### The metal 1 layer, run 1

Supply wires on this layer in grey.
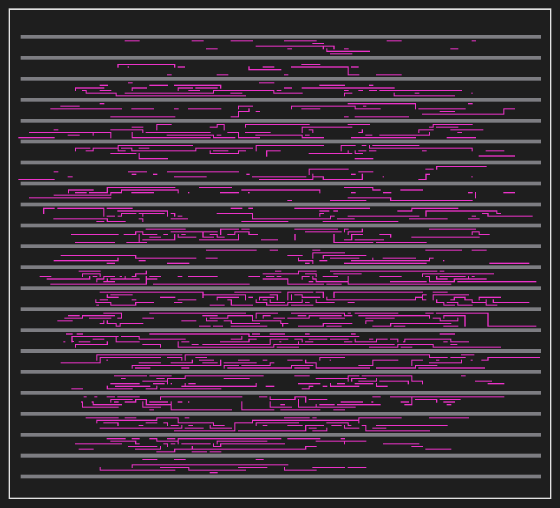
### The clock network, run 1

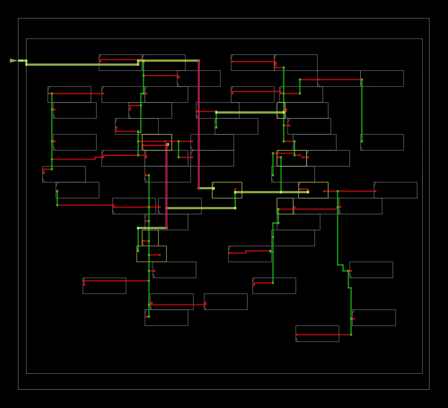
### Selected gate families, run 1

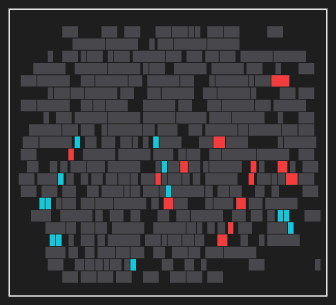
--- src/rtl/bcd2bin_if.sv ---
// bcd2bin_if: start/ready/done_tick handshake and data bundle for the BCD-to-binary converter
interface bcd2bin_if #(
    parameter int DIGITS = 4,
    parameter int BIN_W  = 14
);
    logic                  start;
    logic [4*DIGITS-1:0]   bcd;
    logic                  ready;
    logic                  done_tick;
    logic [BIN_W-1:0]      bin;
    logic                  err;
    modport master (output start, bcd, input ready, done_tick, bin, err);
    modport slave  (input start, bcd, output ready, done_tick, bin, err);
endinterface

--- src/rtl/bcd2bin.sv ---
// bcd2bin: sequential reverse double-dabble BCD-to-binary converter (shift right, subtract-3 per digit >= 8).
// Define BCD2BIN_DIGIT_CHECK_EN to flag digits > 9 via err (bin forced to 0 on error).
module bcd2bin #(
    parameter int DIGITS = 4,
    parameter int BIN_W  = 14
) (
    input logic      clk,
    input logic      reset,
    bcd2bin_if.slave io
);
    localparam int BW = 4 * DIGITS;
    localparam int CW = $clog2(BIN_W + 1);
    typedef enum logic [1:0] {IDLE, OP, DONE} state_t;
    state_t              state_q, state_d;
    logic [BW-1:0]       bcd_q, bcd_d, corr;
    logic [BIN_W-1:0]    acc_q, acc_d, bin_q, bin_d;
    logic [CW-1:0]       n_q, n_d;
    logic [BW+BIN_W-1:0] sh;
    assign sh = {bcd_q, acc_q} >> 1;
    for (genvar d = 0; d < DIGITS; d++) begin : g_dig
        assign corr[4*d +: 4] = sh[BIN_W+4*d +: 4] >= 4'd8 ? sh[BIN_W+4*d +: 4] - 4'd3 : sh[BIN_W+4*d +: 4];
    end
`ifdef BCD2BIN_DIGIT_CHECK_EN
    logic              err_q, err_d, flag_q, flag_d, bad_any;
    logic [DIGITS-1:0] bad;
    for (genvar d = 0; d < DIGITS; d++) begin : g_chk
        assign bad[d] = io.bcd[4*d +: 4] > 4'd9;
    end
    assign bad_any = |bad;
    assign io.err  = err_q;
`else
    assign io.err = 1'b0;
`endif
    assign io.ready     = state_q == IDLE;
    assign io.done_tick = state_q == DONE;
    assign io.bin       = bin_q;
    // The result is captured on the final step so it is already valid while done_tick is high.
    always_comb begin
        state_d = state_q;
        bcd_d   = bcd_q;
        acc_d   = acc_q;
        n_d     = n_q;
        bin_d   = bin_q;
`ifdef BCD2BIN_DIGIT_CHECK_EN
        err_d   = err_q;
        flag_d  = flag_q;
`endif
        case (state_q)
            IDLE: if (io.start) begin
                state_d = OP;
                bcd_d   = io.bcd;
                acc_d   = '0;
                n_d     = CW'(BIN_W);
`ifdef BCD2BIN_DIGIT_CHECK_EN
                flag_d  = bad_any;
`endif
            end
            OP: begin
                bcd_d = corr;
                acc_d = sh[BIN_W-1:0];
                n_d   = n_q - CW'(1);
                if (n_q == CW'(1)) begin
                    state_d = DONE;
`ifdef BCD2BIN_DIGIT_CHECK_EN
                    bin_d   = flag_q ? '0 : sh[BIN_W-1:0];
                    err_d   = flag_q;
`else
                    bin_d   = sh[BIN_W-1:0];
`endif
                end
            end
            default: state_d = IDLE;
        endcase
    end
    always_ff @(posedge clk) begin
        if (reset) begin
            state_q <= IDLE;
            bcd_q   <= '0;
            acc_q   <= '0;
            n_q     <= '0;
            bin_q   <= '0;
`ifdef BCD2BIN_DIGIT_CHECK_EN
            err_q   <= 1'b0;
            flag_q  <= 1'b0;
`endif
        end else begin
            state_q <= state_d;
            bcd_q   <= bcd_d;
            acc_q   <= acc_d;
            n_q     <= n_d;
            bin_q   <= bin_d;
`ifdef BCD2BIN_DIGIT_CHECK_EN
            err_q   <= err_d;
            flag_q  <= flag_d;
`endif
        end
    end
endmodule
--- src/flat_wrapper.sv ---
// flat-port wrapper written by rule: the top's interface ports become plain ports
module bcd2bin_flat 
#(
    parameter int DIGITS = 4,
    parameter int BIN_W  = 14
)
  (clk, reset, io_start, io_bcd, io_ready, io_done_tick, io_bin, io_err);
  bcd2bin_if #(.DIGITS(DIGITS), .BIN_W(BIN_W)) io_i ();
  input logic clk;
  input logic reset;
  input wire logic [$bits(io_i.start)-1:0] io_start;
  input wire logic [$bits(io_i.bcd)-1:0] io_bcd;
  output wire logic [$bits(io_i.ready)-1:0] io_ready;
  output wire logic [$bits(io_i.done_tick)-1:0] io_done_tick;
  output wire logic [$bits(io_i.bin)-1:0] io_bin;
  output wire logic [$bits(io_i.err)-1:0] io_err;
  assign io_i.start = io_start;
  assign io_i.bcd = io_bcd;
  assign io_ready = io_i.ready;
  assign io_done_tick = io_i.done_tick;
  assign io_bin = io_i.bin;
  assign io_err = io_i.err;
  bcd2bin #(.DIGITS(DIGITS), .BIN_W(BIN_W)) u_core (.clk(clk), .reset(reset), .io(io_i));
endmodule
--- config.mk ---
export PLATFORM = sky130hd
export DESIGN_NAME = bcd2bin_flat
export DESIGN_NICKNAME = d
export VERILOG_FILES = /design/src/rtl/bcd2bin_if.sv /design/src/rtl/bcd2bin.sv /design/src/flat_wrapper.sv
export SDC_FILE = /design/constraint.sdc
export NUM_CORES = 1
export LEC_CHECK = 0
export CAP_MARGIN = 10
export CORE_ASPECT_RATIO = 0.9
export CORE_MARGIN = 1
export CORE_UTILIZATION = 53
export DETAILED_ROUTE_END_ITERATION = 6
export PLACE_DENSITY = 0.85
export SYNTH_ARGS = -nofsm -noshare
export SYNTH_HDL_FRONTEND = slang
export SYNTH_SLANG_ARGS = --single-unit
--- constraint.sdc ---
create_clock -name clk -period 2 [get_ports clk]
set_clock_uncertainty 0.1 [all_clocks]
set_input_delay 0.4 -clock clk [delete_from_list [all_inputs] [get_ports clk]]
set_output_delay 0.4 -clock clk [all_outputs]
set_load 0.005 [all_outputs]
==> run summary, run 1 <==
The layout was made with Yosys and OpenROAD.

The flow ran to the end, and the final reports show no timing, DRC or antenna violations. The register with the most flip-flops in the final layout is u_core.bcd_q. The placement-stage worst setup slack is 99.6 ps. The per-cell routed wire length is 15.3 um. The power report attributes to the clock group a share of 0.288. Counting the inverters off the clock network in the layout gives 13.

After routing, the total negative slack on setup checks comes to 0 ps. The longest clock path from root to sink contains 2 buffers. The TritonCTS clock tree is done. The max-cap check violation count is 0. Per Yosys stat, the portion of area used by sequential elements is 0.443. The post-placement cell area is 0.00263 mm^2. The sequential portion of the cell area is 0.362. For reference, the top cells by area after synthesis are sky130_fd_sc_hd__dfxtp_1 44%, sky130_fd_sc_hd__mux2i_1 7.7%, sky130_fd_sc_hd__nor2_1 5.6%, sky130_fd_sc_hd__a22o_1 5.1%, sky130_fd_sc_hd__ha_1 4.5%. Input and output buffers added on the ports amount to 34.

The cell depth of the worst min-delay path is 2. Power comes to 1930 uW. The combinational logic power is 295 uW. The fraction of registers with async set or reset after synthesis is 0. Per the post-route antenna check, the number of violating nets is 0.

The power density over cell area is 710 mW/mm^2. The floorplan step records an initial core utilization of 0.574. Checking hold timing, the worst path is listed with class register to register. The highest net fanout along the worst path is 9. After routing the design area is 0.00272 mm^2. The minimum clock period is 1960 ps. The final timing report gives a worst setup slack of 43.2 ps. The area taken by multi-input combinational cells is reported as 0.00107 mm^2. For reference, the top cells by count after synthesis are 49 x sky130_fd_sc_hd__dfxtp_1, 33 x sky130_fd_sc_hd__nor2_1, 17 x sky130_fd_sc_hd__mux2i_1. Per the post-CTS timing run, clock transition at the registers of the reported paths is 80 ps. The buffer cell driving the clock tree root is sky130_fd_sc_hd__clkbuf_8. Derived from the worst setup path, the maximum achievable clock frequency is 511 MHz.

The flip-flop count of the largest register after layout is 16. Of all the cell area in the finished design, the clock network holds 0.0322. The timing report notes that buffer and inverter cells on the critical path total 2. The number of hold violations in the final report is 0. For the worst reg-to-reg path, the endpoint reported by OpenROAD is u_core.bcd_q[11]. Looking at the reg2reg group, the worst path starts from u_core.state_q[1]. The kind of cell with the highest combined delay on the critical path is buffers and inverters. The logic depth of the worst setup path including buffers is 3.

The highest layer used for signal routing is met4. The HPWL after detailed placement is 3400 um.
-- 'The metal 1 layer' (at the start) --
The layer carries 2,330 um of wire. 263 nets have wire on it. The wires run mostly horizontal. The layer holds 48% of the routed length.
Post-Route WL: 4830 um
GR met1 Demand/Resource: 0.312

-- 'The clock network' (at the start) --
later-pin clock latency in the skew report: 290 ps
clock network power: 556 uW
clock sink count: 49
Num CTS Buffers: 5

-- 'Selected gate families' (at the start) --
Key: NAND gates = red [cells 13]; inverters = cyan [cells 13]
multi-input combinational area share: 0.395
number of standard cells in the final layout excluding fillers: 316
Commonest Layout Cell: sky130_fd_sc_hd__dfxtp_1

==> run 2: changes to the inputs <==
- ABC_CLOCK_PERIOD_IN_PS: default -> 2000
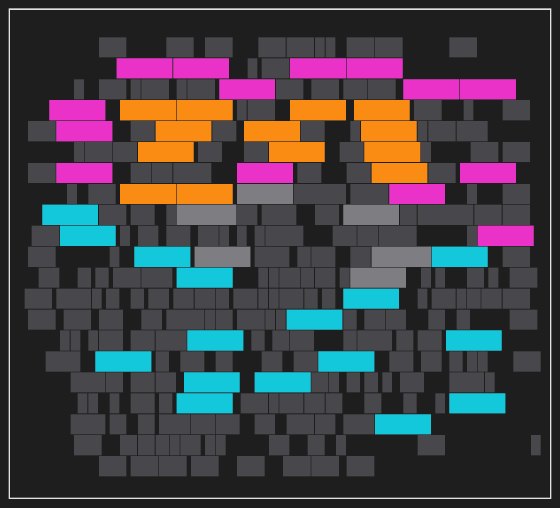
*Sequential cells grouped by signal name, run 2*
Other sequential cells in the stronger grey, the rest of the logic in the fainter grey.
Key: u_core.io.bin = magenta [flops 14]; u_core.bcd_q = cyan [flops 16]; u_core.acc_q = orange [flops 13]

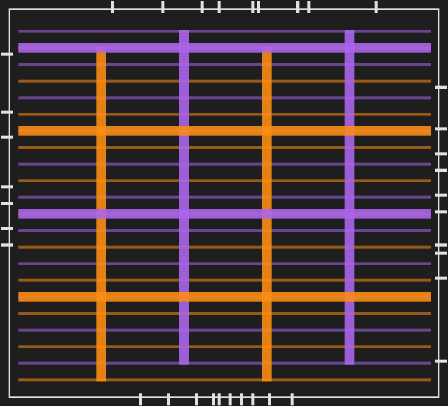
*Power grid, run 2*
Pins as bars on the die edge.
Key: VSS = orange; VDD = purple
36 signal pins sit on the boundary. 4 straps on met5. 4 straps on met4. 22 met1 rails follow the rows. The core has 21 rows.

==> run 2 against run 1 <==
Effect of this change:
- clock-buffer cell count is the same
- wire length did not move
- non-clock buffer count unchanged
- core utilization is the same
- synthesized cell count unchanged
- combinational power hardly changed
- first-iteration DRC count stayed put
- clock power is essentially flat
- worst setup slack did not move
- synthesized area unchanged
- critical path type unchanged
==> run summary, run 2 <==
The layout was made with Yosys and OpenROAD.

The flow ran to the end, and the final reports show no timing, DRC or antenna violations. TritonRoute output was used to compute an average wire per cell of 15.3 um. The main area contributors are sky130_fd_sc_hd__dfxtp_1 44%, sky130_fd_sc_hd__mux2i_1 7.7%, sky130_fd_sc_hd__nor2_1 5.6%, sky130_fd_sc_hd__a22o_1 5.1%, sky130_fd_sc_hd__ha_1 4.5%. At the later pin of the worst-skew pair, clock insertion delay measures 290 ps. OpenSTA lists the critical path endpoint as io_done_tick. The share of the core filled by cells before placement is 0.574. The sequential element share of the synthesized area is 0.443. The TritonCTS clock tree is done. The flip-flop count of the largest register after layout is 16. The commonest cells after synthesis are 49 x sky130_fd_sc_hd__dfxtp_1, 33 x sky130_fd_sc_hd__nor2_1, 17 x sky130_fd_sc_hd__mux2i_1. Static timing analysis puts the maximum clock frequency at 511 MHz. The tree is rooted in a sky130_fd_sc_hd__clkbuf_8.

The aggregate negative setup slack is 0 ps. The script reports the combined buffer and inverter count of the critical path as 2. The tree built by TritonCTS fans out to 49 sinks. For the clock group, total power comes out at 556 uW. The maximum clock insertion buffer count is 2. The timing report lists the critical path depth as 3 cells. Setup slack on the critical path of the routed design comes to 43.2 ps. Per the post-route antenna check, the number of violating nets is 0. Once detailed placement completed, the half-perimeter wirelength came to 3400 um. In this run, CTS created clock tree buffers numbering 5. The sequential portion of the cell area is 0.362.

After the flow finishes, the layout carries non-filler instances totaling 316. The worst VDD IR drop from the latest analysis is 0.000394 V. The highest net fanout along the worst path is 9. Per STA, the worst path accumulates the most delay in the family buffers and inverters. Per the final report, the share of cell area in clock cells is 0.0322.

Counting flops per register, the top entry is u_core.bcd_q. Of all flip-flops after synthesis, the portion carrying an async set or reset was 0. The cell depth of the worst min-delay path is 2. The area of the multi-input gates is 0.00107 mm^2. The total wire length after detailed routing is 4830 um. Per the timing report, the most critical flop-to-flop path finishes at u_core.bcd_q[11]. The count of warning messages emitted by the tools is 33.

The leading cell category by total area is multi-input combinational cells. For met1 alone, demand over resource in global routing was 0.312. The post-synth area from yosys stat is 0.00222 mm^2.

The non-clock inverter instance count of the final layout is 13. Hold-check failures listed in the final report amount to 0. Entering global routing, the biggest net connects 16 pins. The number of port buffers is 34. Counting I/O delays and the setup requirement, the final critical path takes 1960 ps. The share of total power dissipated in the clock network is 0.288.

Per the CTS log, the maximum H-tree level is 2. Pin placement for this block handled 36 I/O pins. With fillers left out, the area of the finished cells amounts to 0.00272 mm^2. Of the total standard cell area in the layout, the multi-input combinational portion is 0.395. The source of the worst register-to-register timing path is u_core.state_q[1]. The run reported a max-capacitance violation count of 0. The highest layer used for signal routing is met4. The area of placed instances is 0.00263 mm^2. The critical path class is register to output port. The most used flip-flop cell after synthesis is sky130_fd_sc_hd__dfxtp_1. Counting only logic cells after layout, the most numerous master is sky130_fd_sc_hd__dfxtp_1.

The power density over cell area is 710 mW/mm^2. The completed layout was analyzed and its total power is 1930 uW. The placement-stage worst setup slack is 99.6 ps.

The clock slew at the register clock pins of the worst setup and hold paths is 80 ps. Combinational cells consume a total of 295 uW. Relative to the synthesized area, the layout overhead comes to 22.6%. Of all the cell area in the finished design, non-clock buffers hold 0.171.
==> run 3: changes to the inputs <==
- SETUP_SLACK_MARGIN: default -> 0.05
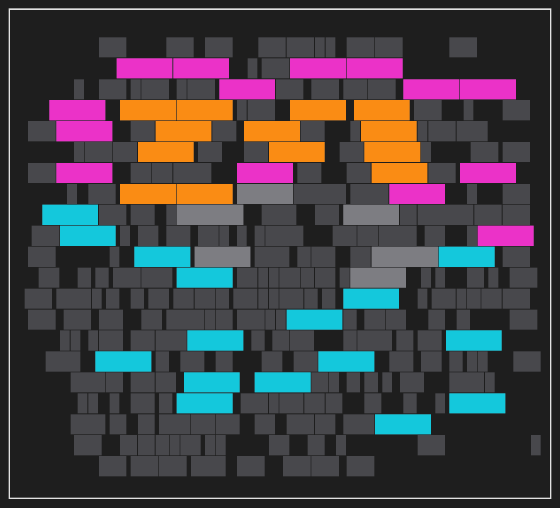
*Sequential cells grouped by signal name, run 3*
Other sequential cells in the stronger grey, the rest of the logic in the fainter grey.
total area of sequential cells: 988 um^2
power in sequential cells: 1070 uW
share of the final layout cell area in sequential cells: 0.362
Finished Core Util: 0.707

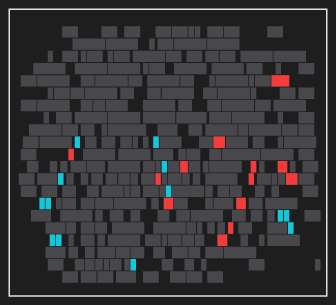
*Selected gate families, run 3*
Key: inverters = cyan [cells 13]; NAND gates = red [cells 13]

==> run 3 against run 2 <==
Effect of this change:
- final cell count increased by 0.32%
- critical path depth decreased by 1
- non-clock buffer count increased by 1
- clock-buffer cell count unchanged
- synthesized area unchanged
- first-iteration DRC count increased by 25%
- power increased by 0.28%
- critical path type unchanged
==> run summary, run 3 <==
The layout was made with Yosys and OpenROAD.

The clock slew at the register clock pins of the worst setup and hold paths is 90 ps. The number of buffers and inverters on the critical path is 1. The clock latency of the later-clocked register in the worst-skew pair is 290 ps. The kind of cell with the highest combined delay on the critical path is buffers and inverters.

Per the detailed placement report, the placed cell area equals 0.00263 mm^2. The number of I/O pins is 36. The share of the core filled by cells before placement is 0.574. The clock net sink count is 49. The max-cap check violation count is 0.

The per-cell routed wire length is 15.4 um. The count of nets left with antenna violations once routing finished came out at 0. The number of buffers created by CTS is 5. The TritonCTS clock tree is done. Setup slack on the worst path after placement came out at 99.6 ps. The clock network power consumption is 561 uW. Clock tree synthesis selected as its root buffer the cell sky130_fd_sc_hd__clkbuf_8. Of the synthesized area, sequential elements account for 0.443.

After detailed routing, no signal wire sits above met4. The register with the highest flop count is u_core.bcd_q. The non-clock inverter instance count of the final layout is 13.

The cell depth of the worst min-delay path is 2. Per STA, the endpoint of the critical path is io_ready. The flow ran to the end, and the final reports show no timing, DRC or antenna violations. The most common cell after layout, fill and taps aside is sky130_fd_sc_hd__dfxtp_1.

The startpoint identified for the worst register-to-register timing path is u_core.state_q[1]. The capture point of the worst reg-to-reg path is u_core.bcd_q[11]. The highest net fanout along the worst path is 5. Power spread over the standard cell area amounts to 708 mW/mm^2. The minimum clock period is 1890 ps. The post-synth area from yosys stat is 0.00222 mm^2. The layout stage reports a final design area of 0.00273 mm^2. The class of the tightest hold or removal check is register to register. Input and output buffers added on the ports amount to 34. Total power for the finished layout comes to 1940 uW. By count the netlist is led by 49 x sky130_fd_sc_hd__dfxtp_1, 33 x sky130_fd_sc_hd__nor2_1, 17 x sky130_fd_sc_hd__mux2i_1. After layout, the worst setup slack is 114 ps. Summed over all failing endpoints, the final setup total negative slack is 0 ps. The non-clock buffering overhead in the final layout is 0.174.
Power and IR drop assume default switching activity.
